Figure 1. Sequential cells grouped by signal name (run 1).
Other sequential cells in the stronger gray, the rest of the logic in the fainter gray.
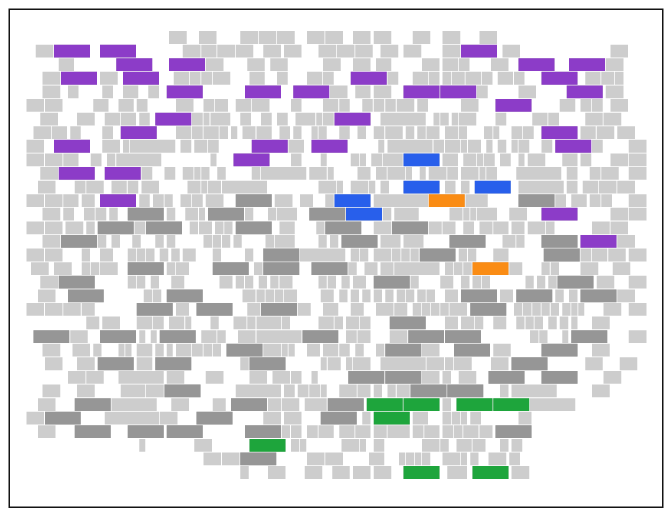
Figure 2. Track usage over the die (run 1).
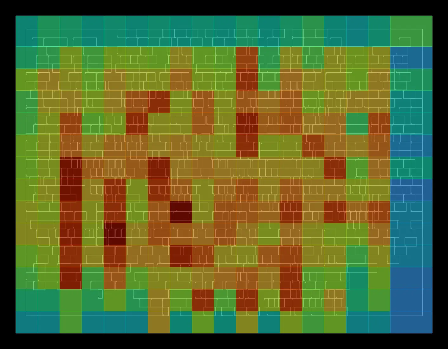
Figure 3. Clock wires, drivers and flops (run 1).
Scale bar: 50 um.
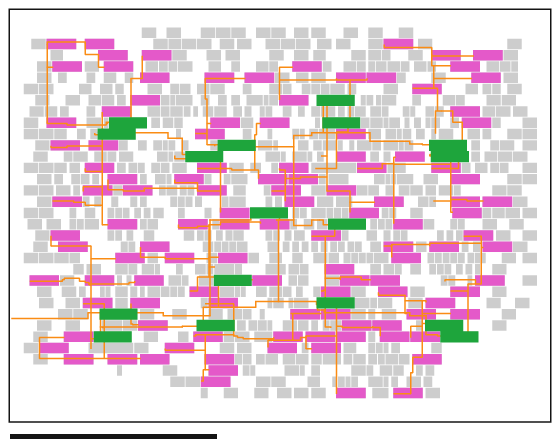
<file path="config.mk">
export PLATFORM = sky130hd
export DESIGN_NAME = intr_vec_decoder
export DESIGN_NICKNAME = d
export VERILOG_FILES = /design/src/rtl/intr_vec_decoder_pkg.sv /design/src/rtl/intr_vec_decoder_prienc.sv /design/src/rtl/intr_vec_decoder.sv
export SDC_FILE = /design/constraint.sdc
export NUM_CORES = 1
export LEC_CHECK = 0
export CORE_ASPECT_RATIO = 0.75
export CORE_MARGIN = 3
export CORE_UTILIZATION = 45
export CTS_CLUSTER_DIAMETER = 150
export CTS_CLUSTER_SIZE = 40
export DETAILED_ROUTE_END_ITERATION = 10
export PLACE_DENSITY = 0.8
export SYNTH_ARGS = -nofsm -noshare
export SYNTH_HDL_FRONTEND = slang
export SYNTH_HIERARCHICAL = 1
export SYNTH_SLANG_ARGS = --single-unit
</file>
<file path="constraint.sdc">
create_clock -name clk -period 2.6 [get_ports clk]
set_input_delay 0.65 -clock clk [delete_from_list [all_inputs] [get_ports clk]]
set_output_delay 0.65 -clock clk [all_outputs]
set_load 0.01 [all_outputs]
</file>
<file path="src/rtl/intr_vec_decoder_pkg.sv">
// Shared constants and the service-FSM state type for the interrupt-vector receiver.
package intr_pkg;

   localparam int PORTS          = 32;
   localparam int NUM_W          = $clog2(PORTS);
   localparam int INTR_CYCLES    = 2;
   localparam int MIN_REQ_CYCLES = INTR_CYCLES;
   localparam int STATE_BITS     = 2;

   typedef enum logic [STATE_BITS-1:0] {
      IDLE    = 2'd0,
      PRESENT = 2'd1,
      GAP     = 2'd2
   } state_e;

endpackage

</file>
<file path="src/rtl/intr_vec_decoder_prienc.sv">
// Generic priority encoder: reports the index of the winning set bit and whether any bit is set.
module priority_encoder #(
   parameter int WIDTH             = 32,
   parameter bit LSB_HIGH_PRIORITY = 1'b1,
   parameter int IDX_W             = (WIDTH > 1) ? $clog2(WIDTH) : 1
) (
   input  logic [WIDTH-1:0] req_i,
   output logic [IDX_W-1:0] idx_o,
   output logic             valid_o
);

   // Scan toward the highest-priority end so that the last hit wins.
   always_comb begin
      idx_o   = '0;
      valid_o = |req_i;
      if (LSB_HIGH_PRIORITY) begin
         for (int i = WIDTH - 1; i >= 0; i--) begin
            if (req_i[i]) idx_o = IDX_W'(i);
         end
      end else begin
         for (int i = 0; i < WIDTH; i++) begin
            if (req_i[i]) idx_o = IDX_W'(i);
         end
      end
   end

endmodule

</file>
<file path="src/rtl/intr_vec_decoder.sv">
// Turns interrupt-vector pulses back into pending bits and serves the highest-priority
// enabled one to a consumer over valid/ready, flagging overruns and protocol errors.
module intr_vec_decoder
   import intr_pkg::*;
#(
   parameter int             PORTS          = intr_pkg::PORTS,
   parameter int             MIN_REQ_CYCLES = intr_pkg::MIN_REQ_CYCLES,
   parameter logic [PORTS-1:0] EN_RESET     = {PORTS{1'b1}},
   parameter int             NW             = $clog2(PORTS)
) (
   input  logic             clk,
   input  logic             rst,
   input  logic             intr_vec_req,
   input  logic [NW-1:0]    intr_num,
   input  logic             en_wr,
   input  logic [PORTS-1:0] en_wr_data,
   output logic [PORTS-1:0] enable,
   output logic [PORTS-1:0] pending,
   output logic [PORTS-1:0] overrun,
   input  logic             err_clr,
   output logic             proto_err,
   output logic             irq,
   output logic             irq_valid,
   output logic [NW-1:0]    irq_num,
   input  logic             irq_ready
);

   logic             req_q, armed_q, armed_d;
   logic [7:0]       cnt_q, cnt_d;
   logic [PORTS-1:0] pending_q, pending_d, overrun_q, overrun_d, enable_q, enable_d;
   logic             proto_err_q, proto_err_d, irq_q;
   logic [NW-1:0]    irq_num_q, irq_num_d;
   state_e           state_q, state_d;

   logic             rise, fall, inRange, transfer, widthErr, anyActive;
   logic [PORTS-1:0] setVec, clrVec, active;
   logic [NW-1:0]    encIdx;

   assign active = pending_q & enable_q;

   priority_encoder #(
      .WIDTH(PORTS),
      .LSB_HIGH_PRIORITY(1'b1),
      .IDX_W(NW)
   ) u_prio (
      .req_i(active),
      .idx_o(encIdx),
      .valid_o(anyActive)
   );

   // A pulse only counts once the line has been seen low since reset, so a request
   // held across reset release is ignored until it falls and rises again.
   always_comb begin
      rise     = intr_vec_req & ~req_q & armed_q;
      fall     = ~intr_vec_req & req_q & armed_q;
      inRange  = {{(32 - NW){1'b0}}, intr_num} < 32'(PORTS);
      transfer = (state_q == PRESENT) & irq_ready;
      widthErr = fall & (cnt_q < 8'(MIN_REQ_CYCLES));
      armed_d  = armed_q | ~intr_vec_req;

      setVec = '0;
      if (rise && inRange) setVec[intr_num] = 1'b1;
      clrVec = '0;
      if (transfer) clrVec[irq_num_q] = 1'b1;

      if (rise)              cnt_d = 8'd1;
      else if (intr_vec_req) cnt_d = (cnt_q == 8'hFF) ? cnt_q : cnt_q + 8'd1;
      else                   cnt_d = 8'd0;

      pending_d   = (pending_q & ~clrVec) | setVec;
      overrun_d   = (err_clr ? '0 : overrun_q) | (setVec & pending_q & ~clrVec);
      proto_err_d = (err_clr ? 1'b0 : proto_err_q) | (rise & ~inRange) | widthErr;
      enable_d    = en_wr ? en_wr_data : enable_q;
   end

   // Service FSM: a presentation is never pre-empted; GAP lets the pending clear settle.
   always_comb begin
      state_d   = state_q;
      irq_num_d = irq_num_q;
      case (state_q)
         IDLE: begin
            if (anyActive) begin
               irq_num_d = encIdx;
               state_d   = PRESENT;
            end
         end
         PRESENT: if (irq_ready) state_d = GAP;
         GAP:     state_d = IDLE;
         default: state_d = IDLE;
      endcase
   end

   always_ff @(posedge clk) begin
      if (rst) begin
         req_q       <= 1'b0;
         armed_q     <= ~intr_vec_req;
         cnt_q       <= 8'd0;
         pending_q   <= '0;
         overrun_q   <= '0;
         enable_q    <= EN_RESET;
         proto_err_q <= 1'b0;
         irq_q       <= 1'b0;
         irq_num_q   <= '0;
         state_q     <= IDLE;
      end else begin
         req_q       <= intr_vec_req;
         armed_q     <= armed_d;
         cnt_q       <= cnt_d;
         pending_q   <= pending_d;
         overrun_q   <= overrun_d;
         enable_q    <= enable_d;
         proto_err_q <= proto_err_d;
         irq_q       <= anyActive;
         irq_num_q   <= irq_num_d;
         state_q     <= state_d;
      end
   end

   assign enable    = enable_q;
   assign pending   = pending_q;
   assign overrun   = overrun_q;
   assign proto_err = proto_err_q;
   assign irq       = irq_q;
   assign irq_valid = (state_q == PRESENT);
   assign irq_num   = irq_num_q;

endmodule

</file>
==> results_slide.txt, run 1 <==
Key Metrics from the Run

Floorplan
  – Number of placed I/O pins: 147
  – Core Util at FP: 46.9%
  – Width of the die: 130 um

Synth
  – Commonest cells post-synth: 115 x sky130_fd_sc_hd__dfxtp_1, 45 x sky130_fd_sc_hd__a21oi_1, 41 x sky130_fd_sc_hd__nand3_1
  – Synth unique cells: 51
  – Number of instances in the synthesized netlist: 583
  – Number of synthesized flops with an enable pin: 0
  – Main logic family: simple AND/OR/NAND/NOR gates
  – Registers, synthesis: 115
  – Area share of and-or/or-and cells after synthesis: 24.8%
  – Summed standard-cell area reported by yosys: 5230 um^2
  – Top-area cell type share of the netlist area: 44.0%
  – Most frequently used cell type in the post-synthesis netlist: sky130_fd_sc_hd__dfxtp_1
  – Number of nets at floorplan: ~630
  – Cell taking the most area after synthesis: sky130_fd_sc_hd__dfxtp_1
  – Yosys warnings: 6
  – Async set-or-reset flop fraction in the synthesized netlist: 0%

Pwr
  – Leakage: 2.66 nW
  – Combinational cell fraction of total power: 9.9%
  – Combinational cell power: roughly 0.00045 W
  – Internal cell power: 0.00349 W
  – Pwr Total: 0.00455 W
  – Switching component of the power: 0.00106 W
  – Switching power share of the total: 23.3%
  – Heaviest power group: clock

Timing
  – Worst hold slack across all endpoints: 458 ps
  – Sum of negative setup slack: 0 ps
  – Min cycle time layout: approximately 2300 ps
  – Relative slew margins: 50.6%
  – Max frequency: 0.428 GHz
  – Unrepaired setup endpoints after global routing: no
  – Final tally of max-slew violations: 0
  – Number of hold-slack violations in the final timing report: 0
  – Transition time of the tightest slew-check pin: 735 ps
  – Min setup slack post-route: around 260 ps

Finish
  – Count of clock-net buffers in the final layout: 21
  – Number of ordinary and repair buffers in the finished layout: around 160
  – # fillers: 920
  – Largest contributor to cell area by class: multi-input combinational cells
  – Non-clk buf share: 21.4%
  – Top logic cells by instance count in the layout: 144 x sky130_fd_sc_hd__clkdlybuf4s50_1, 115 x sky130_fd_sc_hd__dfxtp_1, 45 x sky130_fd_sc_hd__a21oi_1, 41 x sky130_fd_sc_hd__nand3_1, 40 x sky130_fd_sc_hd__o21ai_0
  – Final standard cell count with taps included and fillers excluded: 878
  – Inverter tally of the final layout excluding the clock network: 10
  – Most common cell after layout, fill and taps aside: sky130_fd_sc_hd__clkdlybuf4s50_1
  – Layout net count: 769

Setup path
  – Setup crit start: state_q[1]$_SDFFE_PP0P_
  – Required time at the endpoint of the critical path: a little under 2000 ps
  – Delay contributed by the slowest stage of the critical path: 510 ps
  – Startpoint of the lowest-slack register-to-register path: pending[27]$_SDFF_PP0_
  – Cell family contributing the most delay on the critical path: flip-flops
  – Register-to-register path setup slack: between 300 and 400 ps
  – Maximum fanout along the worst path: 10

GRT
  – All-Layer GR Usage: about a quarter
  – Largest net degree at the start of global routing: roughly 65
  – Most Used Layer, Global Route: met2
  – Antenna violations before repair: 1
  – Via count of the first global-routing pass: 5088
  – Wire length of the first global-routing pass: 26800 um

Detailed routing
  – Vias after detailed routing: 5290
  – Met3 routed wirelength: 1740 um
  – Routed Antenna Nets: 0
  – DRT Wirelength: 17200 um
  – Met2 wire len: 7630 um

Placement
  – GP Congestion: ~0.88
  – Detailed placer's ending HPWL: 12600 um

CTS
  – Post-CTS Setup Bufs: 0
  – CTS buffer count: 17
  – CTS tree: done
  – Number of hold-repair buffers added at the cts stage: 0
  – Number of H-tree branching levels: 4
  – Clock transition at the registers of the reported paths: 50 ps

Outcome
  – Result of the run: finished, final reports clean
-- Figure 1 (at the start) --
irq_num: drawn in blue, sequential cells 5. cnt_q: drawn in green, sequential cells 8. enable: drawn in purple, sequential cells 32, where a horizontal strip, top. state_q: drawn in orange, sequential cells 2.
flip-flop and latch share of the layout cell area: 31.1%
final core occ: 66.3%
area of all sequential standard cells: 2300 um^2
power drawn by the sequential cells: 0.00186 W

-- Figure 2 (at the start) --
met1 layer usage reported by global route: 37.2%
met3 usage: 7.94%

-- Figure 3 (at the start) --
clock-net drivers: drawn in green, count 17. clock wires: drawn in orange, length 1480 um. flip-flops: drawn in magenta, count 115.
There are 18 routed clock nets. Position of the flops: all over the die.
power in the clock group: 0.00225 W
Clock power frac: 49.3%
insertion delay at the late pin of the worst-skew pair: 400 ps
setup clock skew after layout: 4.26 ps

## run 1: how the worst min path moves through the flow
stage / to / cells after the start / slack, ps / startpoint
floorplan: armed_q$_DFF_P_ / 2 / 480 / armed_q$_DFF_P_
global placement: overrun[2]$_SDFF_PP0_ / 2 / 440 / overrun[2]$_SDFF_PP0_
detailed placement: overrun[30]$_SDFF_PP0_ / 2 / 440 / overrun[30]$_SDFF_PP0_
CTS: overrun[3]$_SDFF_PP0_ / 2 / 460 / overrun[3]$_SDFF_PP0_
global route: overrun[30]$_SDFF_PP0_ / 2 / 480 / overrun[30]$_SDFF_PP0_
finish: overrun[3]$_SDFF_PP0_ / 2 / 460 / overrun[3]$_SDFF_PP0_
Figure 4. Pin placement (run 1).
Pins as bars across the die edge, other pins in gray.
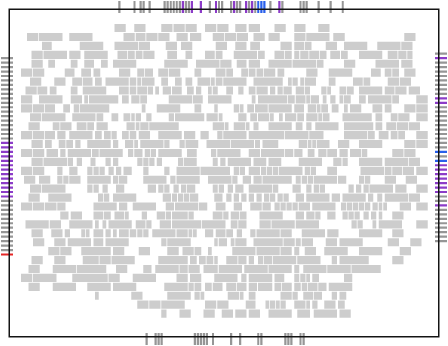

==> run 1 -> run 2 <==
--- a/config.mk
+++ b/config.mk
@@ -7,11 +7,12 @@
 export LEC_CHECK = 0
 export CORE_ASPECT_RATIO = 0.75
 export CORE_MARGIN = 3
-export CORE_UTILIZATION = 45
+export CORE_UTILIZATION = 40
 export CTS_CLUSTER_DIAMETER = 150
 export CTS_CLUSTER_SIZE = 40
 export DETAILED_ROUTE_END_ITERATION = 10
-export PLACE_DENSITY = 0.8
+export MAX_ROUTING_LAYER = met4
+export PLACE_DENSITY = 0.73
 export SYNTH_ARGS = -nofsm -noshare
 export SYNTH_HDL_FRONTEND = slang
 export SYNTH_HIERARCHICAL = 1
Figure 5. Pin placement (run 2).
Pins as bars across the die edge, other pins in gray.
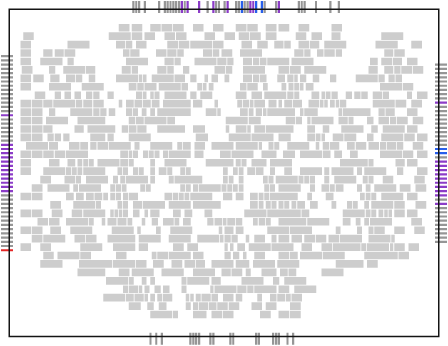
irq_num: drawn in blue, pins 5, direction output, edge 3 top, 2 right. clk: drawn in red, pins 1, direction input, edge left. pending: drawn in purple, pins 32, direction output, edge 13 left, 11 right, 8 top.
Buffers on Ports: 146
width of the die: 138 um
vertical extent of the die: 105 um

Figure 6. Track usage over the die (run 2).
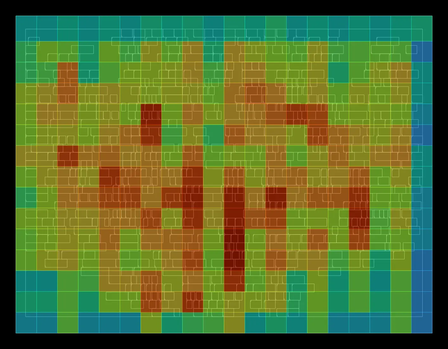
All-Layer GR Usage: 23.7%
final core occ: 59.7%
met3 usage: 5.58%
average detailed-routed wire length per instance: 18.9 um

==> run 2 against run 1 <==
Net effect:
- sequential power hardly changed
- combinational power is 1% lower
- non-clock buffer count is 1 lower
==> results_slide.txt, run 2 <==
Key Metrics from the Run

Outcome
  – Result of the run: finished, final reports clean

GRT
  – Largest net degree at the start of global routing: 47 (-28%)
  – Met1 layer usage reported by global route: 33.0% (-4.2 points)
  – Antenna violations before repair: 0 (-1)
  – Wire length of the first global-routing pass: 26800 um (+0.26%)
  – Via count of the first global-routing pass: 4974 (-2.2%)
  – Most Used Layer, Global Route: met2

Placement
  – Detailed placer's ending HPWL: 12600 um (about the same)
  – GP Congestion: 0.851 (-3.3%)
  – # placed instances: between 800 and 900

CTS
  – CTS tree: done
  – Clock transition at the registers of the reported paths: 50 ps (about the same)
  – Post-CTS Setup Bufs: 0 (unchanged)
  – Number of hold-repair buffers added at the cts stage: 0 (unchanged)
  – CTS buffer count: 17 (unchanged)
  – Number of H-tree branching levels: 4 (unchanged)
  – Sink count of the clock tree: 115
  – Insertion delay at the late pin of the worst-skew pair: 410 ps (about the same)

Timing
  – Worst hold slack across all endpoints: 453 ps (-5.89 ps)
  – Setup clock skew after layout: 7.05 ps (+2.80 ps)
  – Max frequency: 0.435 GHz (+1.7%)
  – Relative slew margins: 51.3% (+0.74 points)
  – Final tally of max-slew violations: 0 (unchanged)
  – Period utilization: 88.4%
  – Unrepaired setup endpoints after global routing: no
  – Number of hold-slack violations in the final timing report: 0 (unchanged)
  – Transition time of the tightest slew-check pin: 724 ps (-11.0 ps)
  – Min setup slack post-route: 302 ps (+40.0 ps)
  – Min cycle time layout: 2300 ps (-40.0 ps)
  – Sum of negative setup slack: 0 ps (unchanged)

Pwr
  – Switching power share of the total: 22.3% (-1.0 points)
  – Power drawn by the sequential cells: 0.00186 W (about the same)
  – Power in the clock group: 0.00247 W (+9.8%)
  – Leakage: 2.67 nW (+0.65%)
  – Pwr Total: 0.00478 W (+4.9%)
  – Heaviest power group: clock
  – Switching component of the power: 0.00107 W (+0.29%)
  – Power Density: 639 nW/um^2
  – Combinational cell power: 0.000443 W (-1%)
  – Internal cell power: 0.00371 W (+6.3%)
  – Combinational cell fraction of total power: 9.3% (-0.6 points)
  – Sequential fraction of design power: 38.9%
  – Clock power frac: 51.8% (+2.5 points)

Detailed routing
  – Vias after detailed routing: 5271 (-0.36%)
  – Routed Antenna Nets: 0 (unchanged)
  – Met3 routed wirelength: 1370 um (-21%)
  – Met2 wire len: 7390 um (-3.0%)
  – DRT Wirelength: 17100 um (-0.74%)

Min path
  – Sink of the worst hold path: overrun[3]$_SDFF_PP0_
  – Worst Min Path Start: overrun[3]$_SDFF_PP0_
  – Cells on Worst Hold Path: 2 (unchanged)

Floorplan
  – Number of placed I/O pins: 147 (unchanged)
  – Chip Footprint: roughly 14000 um^2
  – Core Util at FP: 41.7% (-5.2 points)

Finish
  – P&R area growth vs syn: 42.9%
  – Top logic cells by instance count in the layout: 144 x sky130_fd_sc_hd__clkdlybuf4s50_1, 115 x sky130_fd_sc_hd__dfxtp_1, 45 x sky130_fd_sc_hd__a21oi_1, 41 x sky130_fd_sc_hd__nand3_1, 40 x sky130_fd_sc_hd__o21ai_0
  – Most common cell after layout, fill and taps aside: sky130_fd_sc_hd__clkdlybuf4s50_1
  – Final standard cell count with taps included and fillers excluded: 902 (+2.7%)
  – Antenna diode count: 0
  – Layout net count: 768 (-0.13%)

Setup path
  – Register-to-register path setup slack: 420 ps (+30 ps)
  – Category of the most critical setup path: flop to output port
  – Category of the worst setup path capture point: output port
  – Setup crit end: irq_valid
  – Startpoint of the lowest-slack register-to-register path: pending[27]$_SDFF_PP0_
  – Setup crit start: state_q[1]$_SDFFE_PP0P_
  – Critical path arrival: 1650 ps
  – End of the worst register-to-register path: irq_num[2]$_SDFFE_PP0P_
  – Required time at the endpoint of the critical path: 1950 ps (about the same)
  – Maximum fanout along the worst path: 10 (unchanged)

Synth
  – Cell taking the most area after synthesis: sky130_fd_sc_hd__dfxtp_1
  – Synthesized area: 5230 um^2
  – Commonest cells post-synth: 115 x sky130_fd_sc_hd__dfxtp_1, 45 x sky130_fd_sc_hd__a21oi_1, 41 x sky130_fd_sc_hd__nand3_1
  – Number of synthesized flops with an enable pin: 0 (unchanged)
  – Yosys warnings: 6 (unchanged)
  – Registers, synthesis: 115 (unchanged)
  – Number of instances in the synthesized netlist: 583 (unchanged)
  – Async set-or-reset flop fraction in the synthesized netlist: 0% (unchanged)
  – Synth unique cells: 51 (unchanged)
  – Most frequently used cell type in the post-synthesis netlist: sky130_fd_sc_hd__dfxtp_1
  – Number of nets at floorplan: 627 (unchanged)
  – Summed standard-cell area reported by yosys: 5230 um^2 (unchanged)
  – Top-area cell type share of the netlist area: 44.0% (unchanged)

Run
  – Warning total across the stage logs: 26
  – Max-cap check violation count: 0
run 2: cell counts after synthesis:
No cell type changed its count.
run 2: critical path, cell delays in order, from the launching register on:
cell and delay, ps:
sky130_fd_sc_hd__dfxtp_1 490, sky130_fd_sc_hd__and2b_1 250, sky130_fd_sc_hd__clkdlybuf4s50_1 500
run 2: final cells by class:
class	instances	area [um^2]
clock buffer	21	470
clock inverter	10	155
fill	1092	5050
inverter	10	37.5
multi-input combinational	418	2730
sequential	115	2300
tap	166	208
timing repair buffer	162	1570
run 2: logic make-up (layout without fill, tap and decap cells):
family	after synthesis	in the layout	share of synthesized area (%)
DFF	115	115	44.0
muxes	6	6	1.15
adders and majority gates	1	1	0.239
and+or+nand+nor	225	225	25.9
buffers and inverters	50	203	3.83
AOI/OAI and AO/OA	186	186	24.8
Figure 7. Sequential cells grouped by signal name (run 2).
Other sequential cells in the stronger gray, the rest of the logic in the fainter gray.
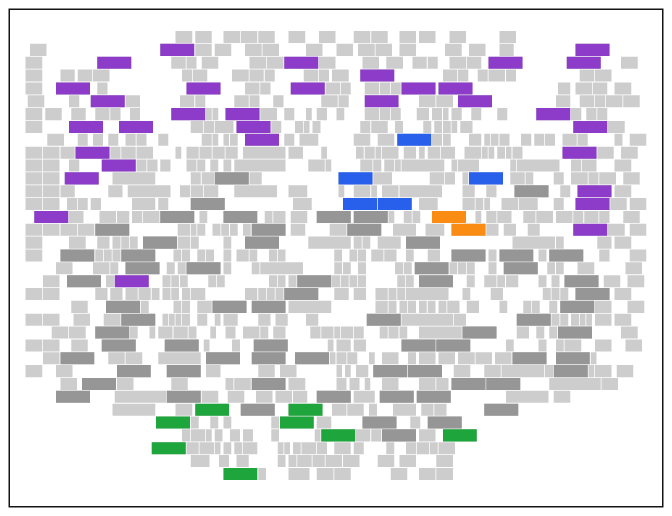

==> run 2 -> run 3 <==
--- a/config.mk
+++ b/config.mk
@@ -5,7 +5,7 @@
 export SDC_FILE = /design/constraint.sdc
 export NUM_CORES = 1
 export LEC_CHECK = 0
-export CORE_ASPECT_RATIO = 0.75
+export CORE_ASPECT_RATIO = 0.9
 export CORE_MARGIN = 3
 export CORE_UTILIZATION = 40
 export CTS_CLUSTER_DIAMETER = 150
Figure 8. Sequential cells grouped by signal name (run 3).
Other sequential cells in the stronger gray, the rest of the logic in the fainter gray.
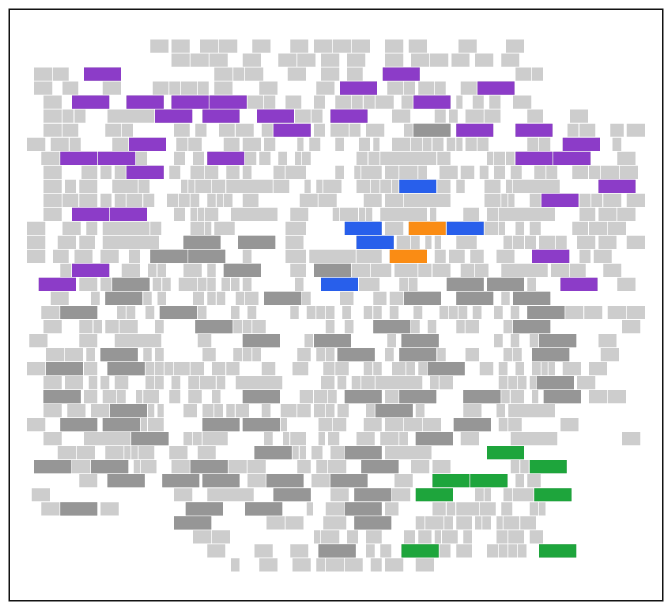
enable: drawn in purple, sequential cells 32. cnt_q: drawn in green, sequential cells 8, where lower right. irq_num: drawn in blue, sequential cells 5. state_q: drawn in orange, sequential cells 2.
final core occ: 60.0%
flip-flop and latch share of the layout cell area: 30.9%

Figure 9. Pin placement (run 3).
Pins as bars across the die edge, other pins in gray.
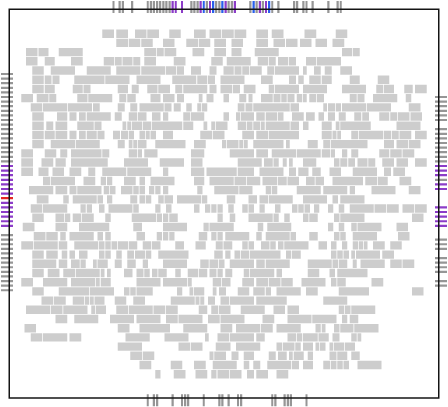
pending: drawn in purple, pins 32, direction output, edge 13 left, 10 right, 9 top. clk: drawn in red, pins 1, direction input, edge left. irq_num: drawn in blue, pins 5, direction output, edge top.
All pins by edge: 47 left, 47 top, 34 right, 19 bottom.
width of the die: 127 um
vertical extent of the die: 114 um

==> run 3 against run 2 <==
Net effect:
- non-clock buffer count down 1
- count of clock-buffer cells in the layout down 2
- largest cell class unchanged
- routed wire length down 0.60%
- critical path depth unchanged
- sequential power about the same
- hold slack better by 5.9 ps
- worst setup slack worse by 18 ps
- combinational power about the same
- critical endpoint unchanged
- sequential cell count unchanged
- total power down 1.9%
- clock power down 3%
- design area down 0.39%
==> results_slide.txt, run 3 <==
Key Metrics from the Run

Finish
  – Non-clk buf share: 21.0% (about the same)
  – Most common cell after layout, fill and taps aside: sky130_fd_sc_hd__clkdlybuf4s50_1
  – Multi-input gate area in the final layout: 2730 um^2 (unchanged)
  – Inverter tally of the final layout excluding the clock network: 10 (unchanged)
  – Largest contributor to cell area by class: multi-input combinational cells
  – Antenna diode count: 0 (unchanged)
  – Number of ordinary and repair buffers in the finished layout: 161 (-0.62%)
  – Area of all sequential standard cells: 2300 um^2 (unchanged)
  – Final standard cell count with taps included and fillers excluded: 896 (-0.67%)
  – Final-layout clock-cell area share: 8.22% (-0.15 points)

Timing
  – Min cycle time layout: 2320 ps (+18.0 ps)
  – Number of hold-slack violations in the final timing report: 0 (unchanged)
  – Final tally of max-slew violations: 0 (unchanged)
  – Min setup slack post-route: 284 ps (-18.0 ps)
  – Worst hold slack across all endpoints: 458 ps (+5.93 ps)
  – Relative slew margins: 50.3% (-1.0 points)

Run
  – Warning total across the stage logs: 26 (unchanged)
  – Max-cap check violation count: 0 (unchanged)

Synth
  – Top-area cell type share of the netlist area: 44.0% (unchanged)
  – Registers, synthesis: 115 (unchanged)
  – Main logic family: simple AND/OR/NAND/NOR gates
  – Synthesized area: 5230 um^2 (unchanged)
  – Cell taking the most area after synthesis: sky130_fd_sc_hd__dfxtp_1
  – Simple-gate area share of the yosys netlist: 25.9% (unchanged)
  – Most frequently used cell type in the post-synthesis netlist: sky130_fd_sc_hd__dfxtp_1
  – Synthesized-area fraction occupied by xor and xnor cells: 0% (unchanged)
  – Synth Area in Adders: 0.239% (unchanged)
  – Number of synthesized flops with an enable pin: 0 (unchanged)
  – Synth unique cells: 51 (unchanged)
  – Commonest cells post-synth: 115 x sky130_fd_sc_hd__dfxtp_1, 45 x sky130_fd_sc_hd__a21oi_1, 41 x sky130_fd_sc_hd__nand3_1
  – Async set-or-reset flop fraction in the synthesized netlist: 0% (unchanged)

Setup path
  – Ordered list of cells on the worst path: and2b_1 -> clkdlybuf4s50_1
  – Critical path arrival: 1670 ps (+20 ps)
  – Cell family contributing the most delay on the critical path: buffers and inverters
  – Category of the most critical setup path: flop to output port
  – End of the worst register-to-register path: irq_num[1]$_SDFFE_PP0P_
  – Startpoint of the lowest-slack register-to-register path: pending[27]$_SDFF_PP0_
  – Register-to-register path setup slack: 400 ps (-20 ps)
  – Required time at the endpoint of the critical path: 1950 ps (about the same)

CTS
  – Sink count of the clock tree: 115 (unchanged)
  – Number of H-tree branching levels: 4 (unchanged)
  – Post-CTS Setup Bufs: 0 (unchanged)
  – CTS tree: done

Outcome
  – Result of the run: finished, final reports clean

Detailed routing
  – Vias after detailed routing: 5169 (-1.9%)
  – Met2 wire len: 7830 um (+5.9%)
  – Routed Antenna Nets: 0 (unchanged)
  – DRT Wirelength: 17000 um (-0.60%)

GRT
  – Most Used Layer, Global Route: met2
  – Antenna violations before repair: 0 (unchanged)
  – Met1 layer usage reported by global route: 31.6% (-1.4 points)
  – Wire length of the first global-routing pass: 27000 um (+0.54%)
  – Met3 usage: 6.76% (+1.2 points)

Pwr
  – Leakage: 2.65 nW (-0.99%)
  – Pwr Total: 0.00469 W (-1.9%)

Floorplan
  – Well Taps: 160 (-3.6%)
  – Core Util at FP: 42.1% (+0.39 points)

Placement
  – Detailed placer's ending HPWL: 12400 um (-1.6%)
  – # placed instances: 864 (-0.80%)

Min path
  – Cells on Worst Hold Path: 2 (unchanged)
  – Sink of the worst hold path: overrun[1]$_SDFF_PP0_
  – Worst Min Path Start: overrun[1]$_SDFF_PP0_
-- run 3: cell counts after synthesis --
No cell type changed its count.
-- run 3: how the worst max path moves through the flow --
stage                                  startpoint  slack [ps]  depth (start not counted)                      end
after CTS                 state_q[1]$_SDFFE_PP0P_         280                          2                irq_valid
after floorplan            pending[19]$_SDFF_PP0_         700                          7  irq_num[0]$_SDFFE_PP0P_
after detailed placement              intr_num[2]         330                          4    pending[5]$_SDFF_PP0_
after global placement                intr_num[2]         370                          5    overrun[3]$_SDFF_PP0_
after global routing      state_q[1]$_SDFFE_PP0P_         210                          2                irq_valid
final                     state_q[1]$_SDFFE_PP0P_         280                          2                irq_valid
-- run 3: power by group --
part,total (W),internal [W],switching [W]
clock network,0.00239,0.00155,0.000839
registers,0.00186,0.00181,0.0000443
logic,0.000441,0.000228,0.000213

==> gallery <==
Metal 4.
Plate I
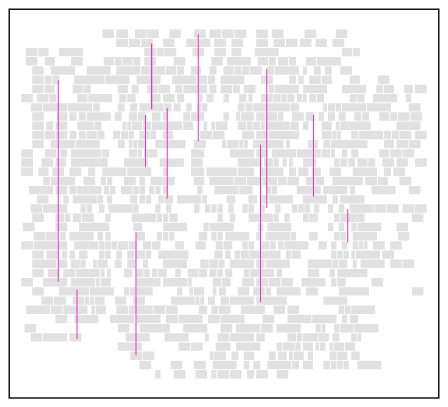
Plate II
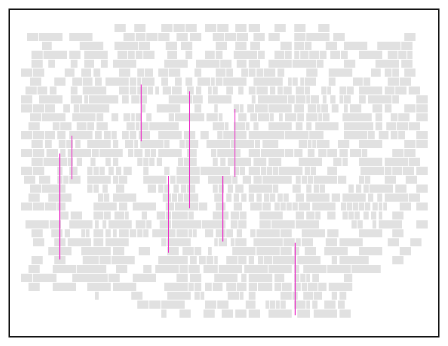
Plate III
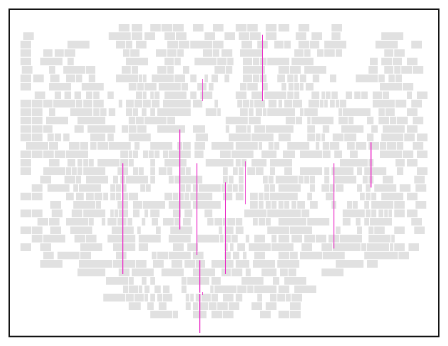
For run 1, see Plate II.
For run 2, see Plate III.
For run 3, see Plate I.

No activity file was given, so power comes from the tool's default toggle rates.
